`src/rtl/jtag_bridge_pkg.sv`:
```
//------------------------------------------------------------------------------
// jtag_bridge_pkg
//   Shared constants for the JTAG-to-memory bridge: virtual IR instruction
//   codes, the request FSM state encoding and the STATUS capture bit layout.
//------------------------------------------------------------------------------
`timescale 1ns/1ps
package jtag_bridge_pkg;

    // Virtual IR instruction codes (widened to IR_WIDTH in the top level)
    localparam int IR_CTRL   = 0;
    localparam int IR_ADDR   = 1;
    localparam int IR_WDATA  = 2;
    localparam int IR_RDATA  = 3;
    localparam int IR_STATUS = 4;

    // CTRL data register bits acted on at update
    localparam int CTRL_CPU_RESET_BIT = 0;
    localparam int CTRL_CLR_OVR_BIT   = 1;

    // STATUS capture layout
    localparam int STATUS_BUSY_BIT    = 0;
    localparam int STATUS_OVERRUN_BIT = 1;

    // Memory request FSM
    typedef enum logic [1:0] {
        ST_IDLE    = 2'd0,
        ST_REQ     = 2'd1,
        ST_WAIT_RD = 2'd2
    } req_state_t;

endpackage

```
`src/rtl/jtag_input_sync.sv`:
```
//------------------------------------------------------------------------------
// jtag_input_sync
//   Brings the asynchronous virtual-JTAG signals into the system clock domain.
//   Every input goes through a 2-flop synchroniser; tck, udr and uir get a
//   third flop so their edges can be detected as single-cycle pulses.
//   The clock must be at least 4x TCK so every TCK phase is seen.
//
// Ports:
//   i_clk, i_rst        system clock, asynchronous active-high reset
//   i_tck..i_uir        raw JTAG-side inputs
//   o_tck_rise/fall     one-cycle pulses on synchronised TCK edges
//   o_udr_rise          one-cycle pulse on entry to update-DR
//   o_uir_rise          one-cycle pulse on entry to update-IR
//   o_tdi/o_ir/o_cdr/o_sdr  synchronised levels
//------------------------------------------------------------------------------
`timescale 1ns/1ps
module jtag_input_sync #(
    parameter int IR_WIDTH = 4
) (
    input  logic                i_clk,
    input  logic                i_rst,
    input  logic                i_tck,
    input  logic                i_tdi,
    input  logic [IR_WIDTH-1:0] i_ir,
    input  logic                i_cdr,
    input  logic                i_sdr,
    input  logic                i_udr,
    input  logic                i_uir,
    output logic                o_tck_rise,
    output logic                o_tck_fall,
    output logic                o_udr_rise,
    output logic                o_uir_rise,
    output logic                o_tdi,
    output logic [IR_WIDTH-1:0] o_ir,
    output logic                o_cdr,
    output logic                o_sdr
);

    // Bit positions inside the packed synchroniser vector
    localparam int B_TCK = 0;
    localparam int B_TDI = 1;
    localparam int B_CDR = 2;
    localparam int B_SDR = 3;
    localparam int B_UDR = 4;
    localparam int B_UIR = 5;
    localparam int B_IR  = 6;
    localparam int SW    = IR_WIDTH + 6;

    logic [SW-1:0] w_async;
    logic [SW-1:0] r_meta;
    logic [SW-1:0] r_sync;
    logic [2:0]    r_last;   // {uir, udr, tck} delayed one more cycle

    assign w_async = {i_ir, i_uir, i_udr, i_sdr, i_cdr, i_tdi, i_tck};

    always_ff @(posedge i_clk or posedge i_rst) begin
        if (i_rst) begin
            r_meta <= '0;
            r_sync <= '0;
            r_last <= '0;
        end else begin
            r_meta <= w_async;
            r_sync <= r_meta;
            r_last <= {r_sync[B_UIR], r_sync[B_UDR], r_sync[B_TCK]};
        end
    end

    assign o_tck_rise = r_sync[B_TCK]  & ~r_last[0];
    assign o_tck_fall = ~r_sync[B_TCK] &  r_last[0];
    assign o_udr_rise = r_sync[B_UDR]  & ~r_last[1];
    assign o_uir_rise = r_sync[B_UIR]  & ~r_last[2];
    assign o_tdi      = r_sync[B_TDI];
    assign o_cdr      = r_sync[B_CDR];
    assign o_sdr      = r_sync[B_SDR];
    assign o_ir       = r_sync[SW-1:B_IR];

endmodule

```
`src/rtl/jtag_mem_bridge.sv`:
```
//------------------------------------------------------------------------------
// jtag_mem_bridge
//   Bridges a virtual-JTAG user data register onto a single-outstanding
//   memory request port (write and read-back) and drives the CPU hold-reset
//   line. All JTAG signals are sampled in the clk domain; there is no
//   TCK-clocked logic.
//
// Ports:
//   clk, reset                 system clock, asynchronous active-high reset
//   jtag_tck/tdi/ir            virtual JTAG clock, data in, instruction
//   jtag_cdr/sdr/udr/uir       virtual capture-DR/shift-DR/update-DR/update-IR
//   jtag_tdo                   registered TDO, changes on TCK falling edge
//   mem_req_valid/ready        request handshake
//   mem_req_write              1 = write, 0 = read
//   mem_addr, mem_wdata        request payload, stable while valid
//   mem_rdata_valid, mem_rdata read response
//   cpu_reset                  holds the CPU in reset while 1
//------------------------------------------------------------------------------
`timescale 1ns/1ps
module jtag_mem_bridge #(
    parameter int DATA_WIDTH = 32,
    parameter int ADDR_WIDTH = 32,
    parameter int ADDR_INCR  = 4,
    parameter int IR_WIDTH   = 4
) (
    input  logic                  clk,
    input  logic                  reset,
    input  logic                  jtag_tck,
    input  logic                  jtag_tdi,
    input  logic [IR_WIDTH-1:0]   jtag_ir,
    input  logic                  jtag_cdr,
    input  logic                  jtag_sdr,
    input  logic                  jtag_udr,
    input  logic                  jtag_uir,
    output logic                  jtag_tdo,
    output logic                  mem_req_valid,
    input  logic                  mem_req_ready,
    output logic                  mem_req_write,
    output logic [ADDR_WIDTH-1:0] mem_addr,
    output logic [DATA_WIDTH-1:0] mem_wdata,
    input  logic                  mem_rdata_valid,
    input  logic [DATA_WIDTH-1:0] mem_rdata,
    output logic                  cpu_reset
);

    import jtag_bridge_pkg::*;

    localparam logic [IR_WIDTH-1:0]   LP_IR_CTRL   = IR_WIDTH'(IR_CTRL);
    localparam logic [IR_WIDTH-1:0]   LP_IR_ADDR   = IR_WIDTH'(IR_ADDR);
    localparam logic [IR_WIDTH-1:0]   LP_IR_WDATA  = IR_WIDTH'(IR_WDATA);
    localparam logic [IR_WIDTH-1:0]   LP_IR_RDATA  = IR_WIDTH'(IR_RDATA);
    localparam logic [IR_WIDTH-1:0]   LP_IR_STATUS = IR_WIDTH'(IR_STATUS);
    localparam logic [ADDR_WIDTH-1:0] LP_INCR      = ADDR_WIDTH'(ADDR_INCR);

    // Synchronised JTAG side
    logic                  w_tck_rise;
    logic                  w_tck_fall;
    logic                  w_udr_rise;
    logic                  w_uir_rise;
    logic                  w_tdi_s;
    logic [IR_WIDTH-1:0]   w_ir_s;
    logic                  w_cdr_s;
    logic                  w_sdr_s;

    // TCK-side state
    logic [IR_WIDTH-1:0]   r_ir;
    logic [DATA_WIDTH-1:0] r_dr;
    logic                  r_tdo;
    logic [DATA_WIDTH-1:0] w_capture;

    // Bridge state
    logic [ADDR_WIDTH-1:0] r_addr;
    logic [DATA_WIDTH-1:0] r_rbuf;
    logic                  r_overrun;
    logic                  r_cpu_reset;
    logic [ADDR_WIDTH-1:0] r_mem_addr;
    logic [DATA_WIDTH-1:0] r_mem_wdata;
    logic                  r_mem_write;

    // Request FSM
    req_state_t            r_state;
    req_state_t            w_state_next;
    logic                  w_busy;
    logic                  w_mem_upd;
    logic                  w_issue;
    logic                  w_drop;
    logic                  w_wr_done;
    logic                  w_rd_done;

    jtag_input_sync #(
        .IR_WIDTH (IR_WIDTH)
    ) u_sync (
        .i_clk      (clk),
        .i_rst      (reset),
        .i_tck      (jtag_tck),
        .i_tdi      (jtag_tdi),
        .i_ir       (jtag_ir),
        .i_cdr      (jtag_cdr),
        .i_sdr      (jtag_sdr),
        .i_udr      (jtag_udr),
        .i_uir      (jtag_uir),
        .o_tck_rise (w_tck_rise),
        .o_tck_fall (w_tck_fall),
        .o_udr_rise (w_udr_rise),
        .o_uir_rise (w_uir_rise),
        .o_tdi      (w_tdi_s),
        .o_ir       (w_ir_s),
        .o_cdr      (w_cdr_s),
        .o_sdr      (w_sdr_s)
    );

    assign w_busy = (r_state != ST_IDLE);

    // Value loaded into the DR on capture, selected by the registered IR
    always_comb begin
        w_capture = '0;
        case (r_ir)
            LP_IR_ADDR:   w_capture[ADDR_WIDTH-1:0] = r_addr;
            LP_IR_RDATA:  w_capture = r_rbuf;
            LP_IR_STATUS: begin
                w_capture[STATUS_BUSY_BIT]    = w_busy;
                w_capture[STATUS_OVERRUN_BIT] = r_overrun;
            end
            default: w_capture = '0;
        endcase
    end

    // Update-DR on a memory instruction; accepted only when idle
    assign w_mem_upd = w_udr_rise && ((r_ir == LP_IR_WDATA) || (r_ir == LP_IR_RDATA));
    assign w_drop    = w_mem_upd && w_busy;

    always_ff @(posedge clk or posedge reset) begin
        if (reset) begin
            r_state <= ST_IDLE;
        end else begin
            r_state <= w_state_next;
        end
    end

    always_comb begin
        w_state_next = r_state;
        w_issue      = 1'b0;
        w_wr_done    = 1'b0;
        w_rd_done    = 1'b0;
        case (r_state)
            ST_IDLE: begin
                if (w_mem_upd) begin
                    w_issue      = 1'b1;
                    w_state_next = ST_REQ;
                end
            end
            ST_REQ: begin
                if (mem_req_ready) begin
                    if (r_mem_write) begin
                        w_wr_done    = 1'b1;
                        w_state_next = ST_IDLE;
                    end else begin
                        w_state_next = ST_WAIT_RD;
                    end
                end
            end
            ST_WAIT_RD: begin
                if (mem_rdata_valid) begin
                    w_rd_done    = 1'b1;
                    w_state_next = ST_IDLE;
                end
            end
            default: w_state_next = ST_IDLE;
        endcase
    end

    // JTAG data path: IR latch, capture/shift of the DR, TDO on falling edge
    always_ff @(posedge clk or posedge reset) begin
        if (reset) begin
            r_ir  <= LP_IR_CTRL;
            r_dr  <= '0;
            r_tdo <= 1'b0;
        end else begin
            if (w_uir_rise) begin
                r_ir <= w_ir_s;
            end
            // Capture and shift are exclusive TAP states; capture wins if both appear
            if (w_tck_rise) begin
                if (w_cdr_s) begin
                    r_dr <= w_capture;
                end else if (w_sdr_s) begin
                    r_dr <= {w_tdi_s, r_dr[DATA_WIDTH-1:1]};
                end
            end
            if (w_tck_fall) begin
                r_tdo <= r_dr[0];
            end
        end
    end

    // Update handling, request payload and completion bookkeeping
    always_ff @(posedge clk or posedge reset) begin
        if (reset) begin
            r_addr      <= '0;
            r_rbuf      <= '0;
            r_overrun   <= 1'b0;
            r_cpu_reset <= 1'b0;
            r_mem_addr  <= '0;
            r_mem_wdata <= '0;
            r_mem_write <= 1'b0;
        end else begin
            if (w_wr_done || w_rd_done) begin
                r_addr <= r_addr + LP_INCR;
            end
            if (w_rd_done) begin
                r_rbuf <= mem_rdata;
            end
            if (w_drop) begin
                r_overrun <= 1'b1;
            end
            // Payload is frozen here so later ADDR updates do not disturb it
            if (w_issue) begin
                r_mem_addr  <= r_addr;
                r_mem_wdata <= r_dr;
                r_mem_write <= (r_ir == LP_IR_WDATA);
            end
            // CTRL/ADDR updates apply even while busy; an explicit ADDR write
            // takes priority over a completion increment in the same cycle
            if (w_udr_rise) begin
                case (r_ir)
                    LP_IR_CTRL: begin
                        r_cpu_reset <= r_dr[CTRL_CPU_RESET_BIT];
                        if (r_dr[CTRL_CLR_OVR_BIT]) begin
                            r_overrun <= 1'b0;
                        end
                    end
                    LP_IR_ADDR: r_addr <= r_dr[ADDR_WIDTH-1:0];
                    default: ;
                endcase
            end
        end
    end

    assign jtag_tdo      = r_tdo;
    assign mem_req_valid = (r_state == ST_REQ);
    assign mem_req_write = r_mem_write;
    assign mem_addr      = r_mem_addr;
    assign mem_wdata     = r_mem_wdata;
    assign cpu_reset     = r_cpu_reset;

endmodule

```
`config.mk`:
```
export PLATFORM = sky130hd
export DESIGN_NAME = jtag_mem_bridge
export DESIGN_NICKNAME = d
export VERILOG_FILES = /design/src/rtl/jtag_bridge_pkg.sv /design/src/rtl/jtag_input_sync.sv /design/src/rtl/jtag_mem_bridge.sv
export SDC_FILE = /design/constraint.sdc
export NUM_CORES = 1
export LEC_CHECK = 0
export CAP_MARGIN = 20
export CORE_ASPECT_RATIO = 0.5
export CORE_MARGIN = 3
export CORE_UTILIZATION = 50
export CTS_CLUSTER_SIZE = 20
export DETAILED_ROUTE_END_ITERATION = 6
export PLACE_DENSITY = 0.77
export SLEW_MARGIN = 30
export SYNTH_ARGS = -nofsm -noshare
export SYNTH_HDL_FRONTEND = slang
export SYNTH_SLANG_ARGS = --single-unit
```
`constraint.sdc`:
```
create_clock -name clk -period 13.98 [get_ports clk]
set_input_delay 2.796 -clock clk [delete_from_list [all_inputs] [get_ports clk]]
set_output_delay 2.796 -clock clk [all_outputs]
set_load 0.01 [all_outputs]
```
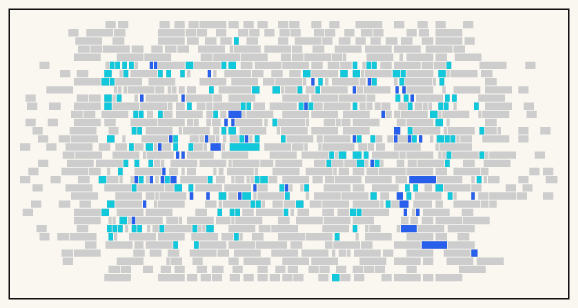
(logic cells by family)
Drawn at 3 px/µm.
cyan -> aoi and oai cells  # cells 143
blue -> nor cells  # cells 50
logic share of the area: 30.8%
Top cell excl fill/tap: dfrtp_1

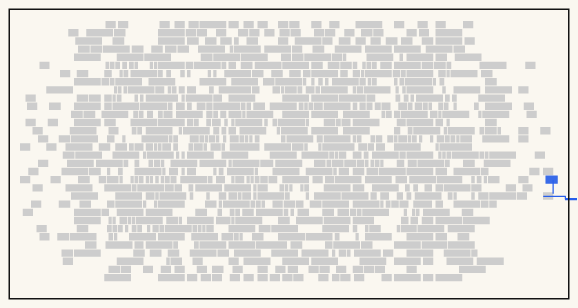
(nets reached from selected ports)
Drawn at 3 px/µm.
blue -> `reset`  # direction input, end cells 1, buffers 1, wire 12.9 µm
Port Buf Inserts: 113
Top Ports: 114

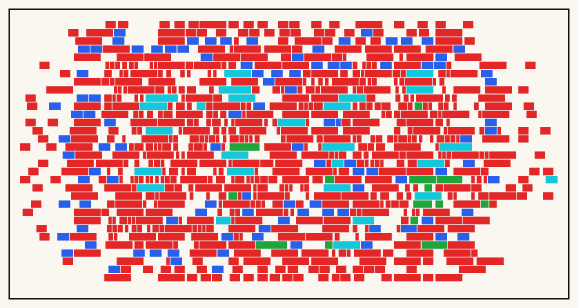
(drive-strength map)
Drawn at 3 px/µm.
blue -> x2  # cells 103
red -> x1 and smaller  # cells 659
cyan -> x6 and larger  # cells 26
green -> x3 and x4  # cells 14
area delta synth->final: 23.9%
design area: 10000 µm²
fin worst setup slack: 9.24 ns

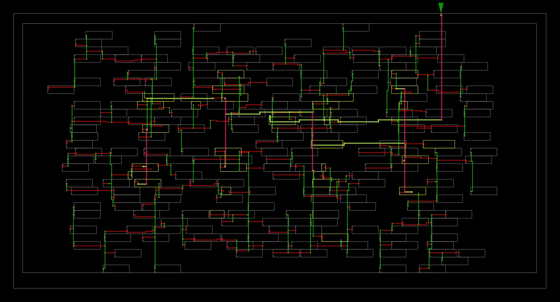
(clock nets)
skew final: 0.00898 ns
Clk. pwr: 0.000504 W
seq_cells: 193
total CTS buffers: 17
clk sinks: 193

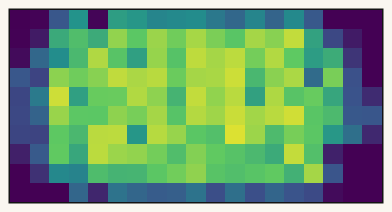
(local utilization)
Drawn at 2 px/µm. 19 x 10 tiles, from dark purple (low) to yellow (high), 0 to 100% covered.
tiles over 75% full = 36%
emptiest ninth of the die = lower right
nearly empty tiles = 11%
mean over tiles = 55%
densest ninth of the die = center
CORE AREA: 15600 µm²
final core utilization: 64.3%
fp util: 51.9%

==> flow_summary.yaml <==
# generated from flow reports
floorplanning:
  chipArea_um2: 17900
  die_y_um: 96.0
  num_tap_cells: 204
  placementRows: 32
  die_x_um: 186
critical_path:
  cp_cell_sequence: "clkdlybuf4s50_1 > nand3b_1 > buf_4 > a2111oi_4 > nand4_1 > xor2_1 > a21oi_1"
  crit_type: "input port to flop"
  cp_num_buf_inv: 2
  cpPeakStageDelay_ns: 0.79
  slowest_stage: "a2111oi_4"
  critical_path.top_delay_family: "AND-OR/OR-AND gates"
  crit_fanout: 37
  cp.arrival_ns: 5.00
  cp-start-kind: "input port"
  worst_setup_path_end_kind: "flop"
  required_ns: 14.25
  ff2ff_setup_slack_ns: 11.48
cells_and_area:
  clock_area_share_pct: 6.03
  seq_share_pct: 48.2
  drive_above_1_share_pct: 17.8
  n_all_buffers: 120
  flop_area_um2: 4830
  n_fill_cell: 1149
  nClkBuffers: 20
  antennaDiodeCount: 0
  final_nets: 839
  mi_logic_area_um2: 3090
  nonClkBufAreaFrac_pct: 12.0
  lay_top_cells: "dfrtp_1 (192), clkdlybuf4s50_1 (113), mux2_2 (98), nand2_1 (86), o21ai_0 (72)"
  largestClassByArea: "registers"
  num-multi-input-gates: 448
  fin_cells: 1006
  n_all_inverters: 12
sta:
  setup_viol: 0
  fin_crit_sh_pct: 33.9
  final_hold_viol_count: 0
  rsz0062_at_grt: "false"
  hold_ws_ns: 0.348
  worstMarginPinSlew_ns: 0.796
  finalCriticalPeriod_ns: 4.74
  relSlewSlack_pct: 46.9
  slew_violations: 0
  finalSetupTns_ns: 0
  fmax_ghz: 0.211
place:
  dp.cells: 976
  gp_congestion: 0.780
  post_dp_cell_area_um2: 9410
  pre_cts_slack_ns: 8.93
  hpwl_um: 11300
clock_network:
  clk_pin_slew_ns: 0.07
  ctsLongestPathBuffers: 2
  cts_root_buffer: "clkbuf_16"
  clk_latency_ns: 0.42
  tritoncts: "done"
  htreeDepth: 4
  cts_hold_buf: 0
  cts-resized-gates: 0
  cts_setup_buffers: 0
global_route:
  grt_pass1_vias: 5657
  antenna_found_initial: 0
  overflow: 0
  grtUsageTotal_pct: 20.9
  grt_max_degree: 108
  grt_pass1_wl_um: 29200
synth:
  yosysSeqAreaShare_pct: 59.6
  synthTopCellsByArea: "dfrtp_1 (60%), mux2_2 (14%), o21ai_0 (4.4%)"
  synth.avg_cell_area_um2: 11.7
  yosys_warnings: 0
  ys_chip_area_um2: 8100
  synth_area_um2: 8100
  fp_nets: 740
  synth.cells.most_frequent: "dfrtp_1 (193), mux2_2 (98), nand2_1 (86)"
  synth_cells: 693
  top_area_share_pct: 59.6
  synthArstFlopShare_pct: 100
  edf_count: 0
  most_common_cell: "dfrtp_1"
  ys_cells: 693
  yosys.area.top_type: "dfrtp_1"
  ff_type: "dfrtp_1"
  yosysUniqueCellTypes: 38
  synth_flops: 193
run:
  maxCapViolations: 0
  warnings: 28
drt:
  postRouteAntennaNets: 0
  wl_per_cell_um: 18.1
  num_vias: 5767
  wirelength_um: 18200
  drt-initial-drc-count: 499
  dr.pass1.iters: 5
  drc: 0
  viasPerCell: 5.73
power_and_ir_drop:
  total_power_w: 0.00196
  irDropWorstVdd_v: 0.0000938
  power_leakage_nw: 4.36
  powerDensity_nw_per_um2: 196
worst_hold_path:
  hold_class: "flop to flop"
outcome:
  status: "finished clean"
[layer usage]
| layer | vias up | wire length [µm] | GRT usage (%) |
|---|---|---|---|
| met5 | - | 0 | 0 |
| met1 | 2946 | 8160 | 28.9 |
| met4 | 0 | 243 | 5.88 |
| met2 | 159 | 8800 | 34.9 |
| met3 | 25 | 957 | 3.28 |
| li1 | 2637 | - | - |
[path summary, 6_finish.rpt]
path                                  start  cells past startpoint                to
min in group asynchronous             reset                      2     mem_wdata[29]
max in group asynchronous             reset                      3  u_sync.r_sync[2]
setup reg to reg                    r_ir[2]                      4      mem_addr[13]
setup / recovery            mem_rdata_valid                      7        r_addr[23]
hold reg to reg            u_sync.r_meta[2]                      0  u_sync.r_sync[2]
hold / removal             u_sync.r_meta[2]                      0  u_sync.r_sync[2]
[logic make-up after synthesis]
| logic type | count (synthesis) | synth area share, % |
|---|---|---|
| AOI/OAI and AO/OA | 145 | 10.5 |
| xor gates and xnor gates | 29 | 3.14 |
| adders and majority gates | 1 | 0.154 |
| buffers and inverters | 52 | 2.69 |
| DFF | 193 | 59.6 |
| muxes | 99 | 13.7 |
| and+or+nand+nor | 174 | 10.2 |
[sequential cells by signal, summed over array words and instances, names as in the netlist]
| signal | cells |
|---|---|
| jtag_tdo | 1 |
| r_state | 2 |
| r_addr | 32 |
| r_dr | 32 |
| u_sync.r_meta | 10 |
| mem_wdata | 32 |
| r_overrun | 1 |
| r_ir | 4 |
| u_sync.r_sync | 10 |
| u_sync.r_last | 3 |
| mem_req_write | 1 |
| cpu_reset | 1 |
| r_rbuf | 32 |
| mem_addr | 32 |
[where the power goes]
group / internal, W / switching (W) / total, W
Combinational: 0.000315 / 0.000218 / 0.000533
Clock: 0.000302 / 0.000201 / 0.000504
Sequential: 0.000752 / 0.000173 / 0.000925
Total: 0.00137 / 0.000593 / 0.00196
Power and IR drop assume default switching activity.
